===== config.mk =====
export PLATFORM = sky130hd
export DESIGN_NAME = canbus_dtack_generator
export DESIGN_NICKNAME = d
export VERILOG_FILES = /design/src/rtl/canbus_pkg.sv /design/src/rtl/wait_state_counter.sv /design/src/rtl/canbus_dtack_generator.sv
export SDC_FILE = /design/constraint.sdc
export NUM_CORES = 1
export LEC_CHECK = 0
export CORE_UTILIZATION = 34
export CTS_BUF_LIST = sky130_fd_sc_hd__clkbuf_4
export DETAILED_ROUTE_END_ITERATION = 6
export GPL_TIMING_DRIVEN = 0
export SYNTH_ARGS = -nofsm -noshare
export SYNTH_HDL_FRONTEND = slang
export SYNTH_HIERARCHICAL = 1
export SYNTH_SLANG_ARGS = --single-unit

===== constraint.sdc =====
create_clock -name Clock -period 6.54 [get_ports Clock]
set_input_delay 0.981 -clock Clock [delete_from_list [all_inputs] [get_ports Clock]]
set_output_delay 0.981 -clock Clock [all_outputs]
set_load 0.05 [all_outputs]

===== src/rtl/canbus_pkg.sv =====
// rtl/canbus_pkg.sv - shared types and defaults for the CAN bus Dtack/Berr generator
package canbus_pkg;

   // Bus-cycle states; outputs are decoded from these, never from inputs.
   typedef enum logic [1:0] {
      IDLE  = 2'd0,
      COUNT = 2'd1,
      DTACK = 2'd2,
      BERR  = 2'd3
   } bus_state_e;

   localparam int DEF_READ_WAIT  = 4;
   localparam int DEF_WRITE_WAIT = 2;
   localparam int DEF_TIMEOUT    = 255;
   localparam int DEF_CNT_W      = 8;

endpackage


===== src/rtl/wait_state_counter.sv =====
// rtl/wait_state_counter.sv - loadable saturating down-counter with zero flag
module wait_state_counter
   import canbus_pkg::*;
#(
   parameter int CNT_W = DEF_CNT_W
) (
   input  logic             clk,
   input  logic             rst_n,
   input  logic             load,
   input  logic [CNT_W-1:0] load_val,
   input  logic             dec,
   output logic [CNT_W-1:0] count,
   output logic             zero
);

   logic [CNT_W-1:0] count_q;
   logic [CNT_W-1:0] count_d;

   // Load wins over decrement; decrement stops at zero instead of wrapping.
   always_comb begin
      count_d = count_q;
      if (load) begin
         count_d = load_val;
      end else if (dec && (count_q != '0)) begin
         count_d = count_q - CNT_W'(1);
      end
   end

   // Counter register, cleared by reset.
   always_ff @(posedge clk or negedge rst_n) begin
      if (!rst_n) begin
         count_q <= '0;
      end else begin
         count_q <= count_d;
      end
   end

   assign count = count_q;
   assign zero  = (count_q == '0);

endmodule


===== src/rtl/canbus_dtack_generator.sv =====
// rtl/canbus_dtack_generator.sv - wait-state Dtack and timeout bus-error generator for the CAN window
module canbus_dtack_generator
   import canbus_pkg::*;
#(
   parameter int READ_WAIT  = DEF_READ_WAIT,
   parameter int WRITE_WAIT = DEF_WRITE_WAIT,
   parameter int TIMEOUT    = DEF_TIMEOUT,
   parameter int CNT_W      = DEF_CNT_W
) (
   input  logic Clock,
   input  logic Reset_L,
   input  logic AS_L,
   input  logic CanBusSelect_H,
   input  logic WE_L,
   input  logic CanBusReady_H,
   input  logic ClearTimeout_H,
   output logic CanBusDtack_L,
   output logic CanBusBerr_L,
   output logic CanBusTimeout_H
);

   // The timeout must outlast both wait counts (so Dtack can ever win) and fit the counter.
   generate
      if ((TIMEOUT <= READ_WAIT) || (TIMEOUT <= WRITE_WAIT) ||
          (TIMEOUT > ((2 ** CNT_W) - 1)) || (READ_WAIT < 0) || (WRITE_WAIT < 0)) begin : g_bad_params
         $error("canbus_dtack_generator: illegal READ_WAIT/WRITE_WAIT/TIMEOUT/CNT_W combination");
      end
   endgenerate

   localparam logic [CNT_W-1:0] READ_LD   = CNT_W'(READ_WAIT);
   localparam logic [CNT_W-1:0] WRITE_LD  = CNT_W'(WRITE_WAIT);
   localparam logic [CNT_W-1:0] TIMEOUT_C = CNT_W'(TIMEOUT);

   bus_state_e       state_q, state_d;
   logic [CNT_W-1:0] tcnt_q, tcnt_d;
   logic             flag_q, flag_d;
   logic             dtack_l_q, dtack_l_d;
   logic             berr_l_q, berr_l_d;

   logic             wc_load;
   logic [CNT_W-1:0] wc_load_val;
   logic             wc_dec;
   logic [CNT_W-1:0] wc_count;
   logic             wc_zero;
   logic             set_flag;

   // Wait-state counter; the WE_L read/write choice is captured by its load value at the start edge.
   wait_state_counter #(
      .CNT_W (CNT_W)
   ) u_wait_cnt (
      .clk      (Clock),
      .rst_n    (Reset_L),
      .load     (wc_load),
      .load_val (wc_load_val),
      .dec      (wc_dec),
      .count    (wc_count),
      .zero     (wc_zero)
   );

   // Next-state, timeout counter and sticky-flag logic; abort outranks ready, ready outranks timeout.
   always_comb begin
      state_d     = state_q;
      tcnt_d      = tcnt_q;
      wc_load     = 1'b0;
      wc_load_val = READ_LD;
      wc_dec      = 1'b0;
      set_flag    = 1'b0;

      case (state_q)
         IDLE: begin
            if (!AS_L && CanBusSelect_H) begin
               wc_load     = 1'b1;
               wc_load_val = WE_L ? READ_LD : WRITE_LD;
               tcnt_d      = '0;
               state_d     = COUNT;
            end
         end
         COUNT: begin
            if (AS_L) begin
               state_d = IDLE;
            end else if (wc_zero && CanBusReady_H) begin
               state_d = DTACK;
            end else if (tcnt_q == TIMEOUT_C) begin
               state_d  = BERR;
               set_flag = 1'b1;
            end else begin
               wc_dec = 1'b1;
               tcnt_d = tcnt_q + CNT_W'(1);
            end
         end
         DTACK, BERR: begin
            if (AS_L) begin
               state_d = IDLE;
            end
         end
         default: begin
            state_d = IDLE;
         end
      endcase

      // A bus error on the same edge as a clear request keeps the flag set.
      if (set_flag) begin
         flag_d = 1'b1;
      end else if (ClearTimeout_H) begin
         flag_d = 1'b0;
      end else begin
         flag_d = flag_q;
      end

      dtack_l_d = (state_d != DTACK);
      berr_l_d  = (state_d != BERR);
   end

   // State, timeout counter, flag and registered active-low outputs.
   always_ff @(posedge Clock or negedge Reset_L) begin
      if (!Reset_L) begin
         state_q   <= IDLE;
         tcnt_q    <= '0;
         flag_q    <= 1'b0;
         dtack_l_q <= 1'b1;
         berr_l_q  <= 1'b1;
      end else begin
         state_q   <= state_d;
         tcnt_q    <= tcnt_d;
         flag_q    <= flag_d;
         dtack_l_q <= dtack_l_d;
         berr_l_q  <= berr_l_d;
      end
   end

   assign CanBusDtack_L   = dtack_l_q;
   assign CanBusBerr_L    = berr_l_q;
   assign CanBusTimeout_H = flag_q;

endmodule

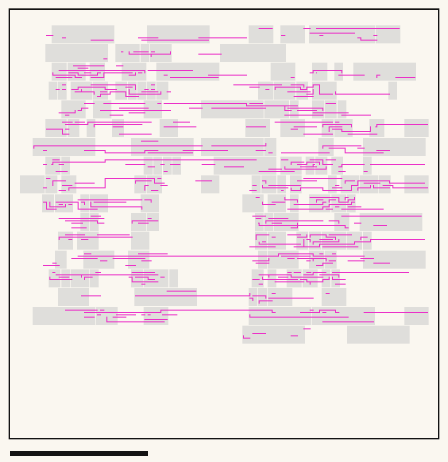
(run_1/m1.png)
Scale bar: 20 µm. Cells faint in the background.
longest straight run: 29.0 µm
main direction: horizontal
final WL: 2.60 mm
Vias: 1050
grt met1 use: 17.9%

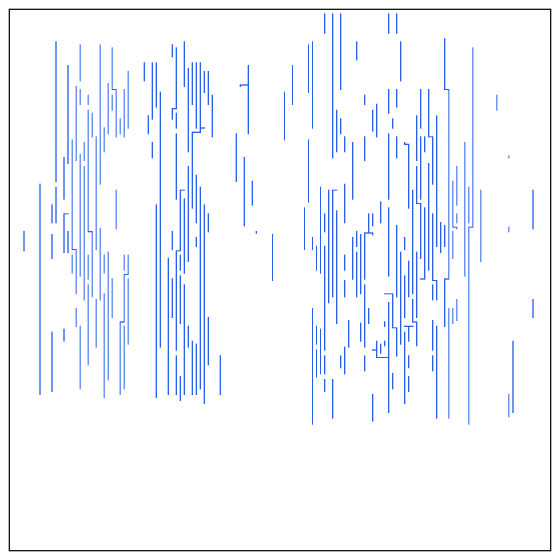
(run_1/m2.png)
longest straight run: 29.2 µm
main direction: vertical
nets with wire on the layer: 135
wire length on this layer: 1340 µm
grt met2 use: 26.3%

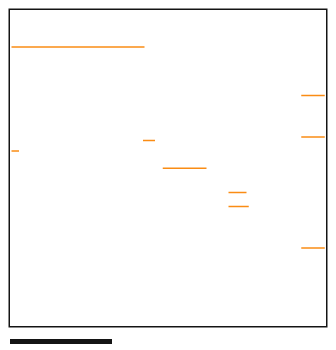
(run_1/m3.png)
Scale bar: 20 µm.
longest straight run: 25.8 µm
nets with wire on the layer: 7
share of all routed wire: 2.2%
wire length on this layer: 57.1 µm
grt met3 use: 3.73%

-- run 1: how the worst max path moves through the flow --
stage | endpoint
final | u_wait_cnt/count[3]$_DFFE_PN0P_
after global routing | u_wait_cnt/count[3]$_DFFE_PN0P_
after CTS | u_wait_cnt/count[3]$_DFFE_PN0P_
after detailed placement | u_wait_cnt/count[3]$_DFFE_PN0P_
after global placement | u_wait_cnt/count[7]$_DFFE_PN0P_
after floorplan | u_wait_cnt/count[7]$_DFFE_PN0P_
-- run 1: power by group through the flow --
stage,clock network [mW],registers (mW),logic [mW]
5_1_grt,0.0764,0.180,0.0910
2_1_floorplan,0,0.171,0.0603
3_5_place_dp,0,0.177,0.0810
3_3_place_gp,0,0.176,0.0770
4_1_cts,0.0725,0.175,0.0810
6_report,0.0657,0.175,0.0800
-- run 1: layout make-up --
type | count | area share [%]
clock buffers | 4 | 2.11
multi-input cells | 108 | 47.6
plain buffers | 3 | 0.881
well taps | 46 | 4.05
inverters | 7 | 1.85
repair buffers | 9 | 6.34
flip-flops and latches | 21 | 37.2
-- run 1: state kept, by name, summed over array words and instances (netlist names) --
register and cells:
CanBusDtack_L 1, u_wait_cnt/count 8, tcnt_q 8, CanBusBerr_L 1
state_q 2, CanBusTimeout_H 1
-- run 1: routing by layer --
layer | share of wire, % | GRT usage (%) | vias to the layer above
met4 | 0.69 | 3.81 | 0
met3 | 2.2 | 3.73 | 2
met2 | 51 | 26.3 | 11
li1 | - | - | 538
met1 | 46 | 17.9 | 499
met5 | 0 | 0 | -
-- run 1: cells by family (layout without fill, tap and decap cells) --
family          Yosys count  after routing  share of synthesized area, %
compound gates           36             36                          21.7
fa+ha+maj                 3              3                          3.07
mux                       3              3                          2.45
flops                    21             21                          43.1
other cells               1              6                         0.306
buf+inv                  10             23                          3.17
simple gates             60             60                          26.2
==> qor.csv, run 1 <==
metric,value,unit
cts.repair.resized,0,
pre_cts_ws,3000,ps
path_buffers,2,
viasPerCell,5.30,
criticalPathCategory,in -> reg,
ir_drop,0.000129,V
path_delay_family,simple AND/OR/NAND/NOR gates,
startpoint,AS_L,
synth-edff-count,0,
status,completed,
dp.cells,194,
grt_overflow,0,
die_height,62.0,µm
grt_pass1_wl,4.23,mm
clock.fmax,310,MHz
worstSetupPathDepth,7,
antennaDiodeCount,0,
r2r_slack,3570,ps
p_leak,0.591,nW
clockBufferDepth,2,
final_area,1420,µm²
ys_types,41,
grt_setup_unrepaired,false,
--- run 2 (diff from run 1) ---
- clock period: 6.54 -> 3.2 ns (I/O delays scaled with it)
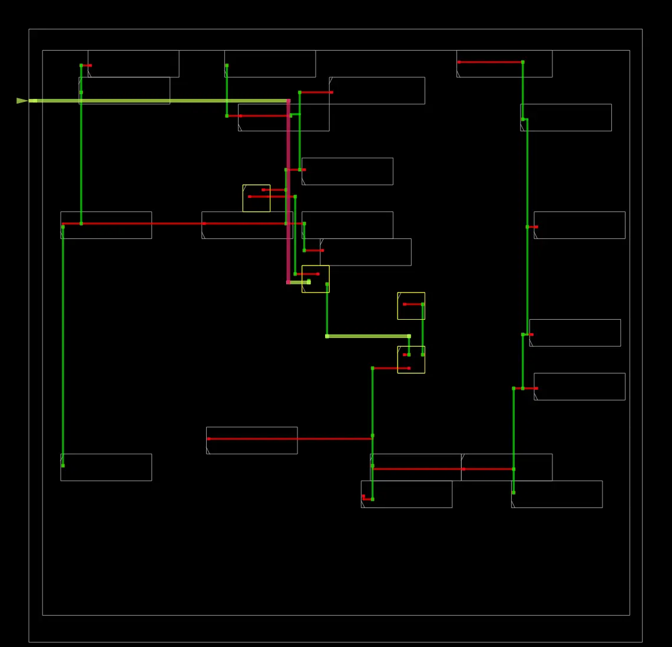
(run_2/clock_nets.png)
clock skew: 7.55 ps
clock buffers: 4
Clock Sinks: 21
Clk. pwr: 0.134 mW
TritonCTS buffer count: 3

==> qor.csv, run 2 <==
metric,value,unit
status,completed,
final_area,1420,µm²
dp.cells,194,
ioPinCount,10,
path_delay_family,simple AND/OR/NAND/NOR gates,
hold_start,tcnt_q[3]$_DFFE_PN0P_,
nets,163,
whs_endpoint,tcnt_q[3]$_DFFE_PN0P_,
final_cell_mix,"dfrtp_1, nand2_1, nor2_1",
clock.fmax,345,MHz
synth-edff-count,0,
crit_end,u_wait_cnt/count[3]$_DFFE_PN0P_,
antennaDiodeCount,0,
cp_common_cell,inv_1,
grt_setup_unrepaired,false,
wl,2.60,mm
die_height,62.0,µm
worstSetupPathDepth,10,
drt-initial-drc-count,51,
insertion_delay,300,ps
startpoint,u_wait_cnt/count[0]$_DFFE_PN0P_,
ys_types,41,
num_vias,1049,
synthTopCellsByArea,"dfrtp_1, dfstp_2, nor2_1",
viasPerCell,5.30,
grt_pass1_wl,4.23,mm
r2r_slack,300,ps
clockBufferDepth,2,
criticalPathCategory,reg -> reg,
ir_drop,0.000265,V
grtUsageTotal,14.9,%
pre_cts_ws,164,ps
p_leak,0.591,nW
grt_overflow,0,
## run 2: cell counts after synthesis
No cell type changed its count.
## run 2: worst reg2reg max path: stages, from the launching register on
cell and delay (ps):
dfrtp_1 390, inv_1 90, ha_1 230, or3b_2 250, nor2_2 70, nand2_1 140, o2111ai_1 220, inv_1 350
or3b_1 480, or4_1 430, o221ai_1 170
## run 2: cells by family (layout without fill, tap and decap cells)
kind of cell	count (synthesis)	count (layout)	synth area share, %
AND-OR/OR-AND	36	36	21.7
adder cells (fa/ha/maj)	3	3	3.07
flip-flops	21	21	43.1
buffers and inverters	10	23	3.17
other	1	6	0.306
AND/OR/NAND/NOR	60	60	26.2
multiplexers	3	3	2.45
## run 2: final cells by class
| class | count | area, µm² |
|---|---|---|
| multi-input cells | 108 | 678 |
| flip-flops and latches | 21 | 528 |
| well taps | 46 | 57.6 |
| inverters | 7 | 26.3 |
| clock buffers | 4 | 30.0 |
| plain buffers | 3 | 12.5 |
| fillers | 326 | 1970 |
| repair buffers | 9 | 90.1 |
## run 2: power by group
part / switching (mW) / total, mW / internal (mW)
clock: 0.0773 / 0.134 / 0.0570
combinational: 0.0884 / 0.165 / 0.0761
sequential: 0.0515 / 0.358 / 0.307
total: 0.217 / 0.657 / 0.440
## run 2: metal layers
metal	track usage [%]	share of wire (%)	up-vias
li1	-	-	537
met1	17.9	46	499
met2	26.3	51	11
met3	3.73	2.2	2
met4	3.81	0.69	0
met5	0	0	-
## run 2: what timing repair did
action / 4_1_cts / 5_1_grt
endpoints found under the hold margin: 0 / 0
gates resized: 0 / 1
setup endpoints to repair: 0 / 2
Power figures rest on the tool's default switching activity, not on a simulated workload.
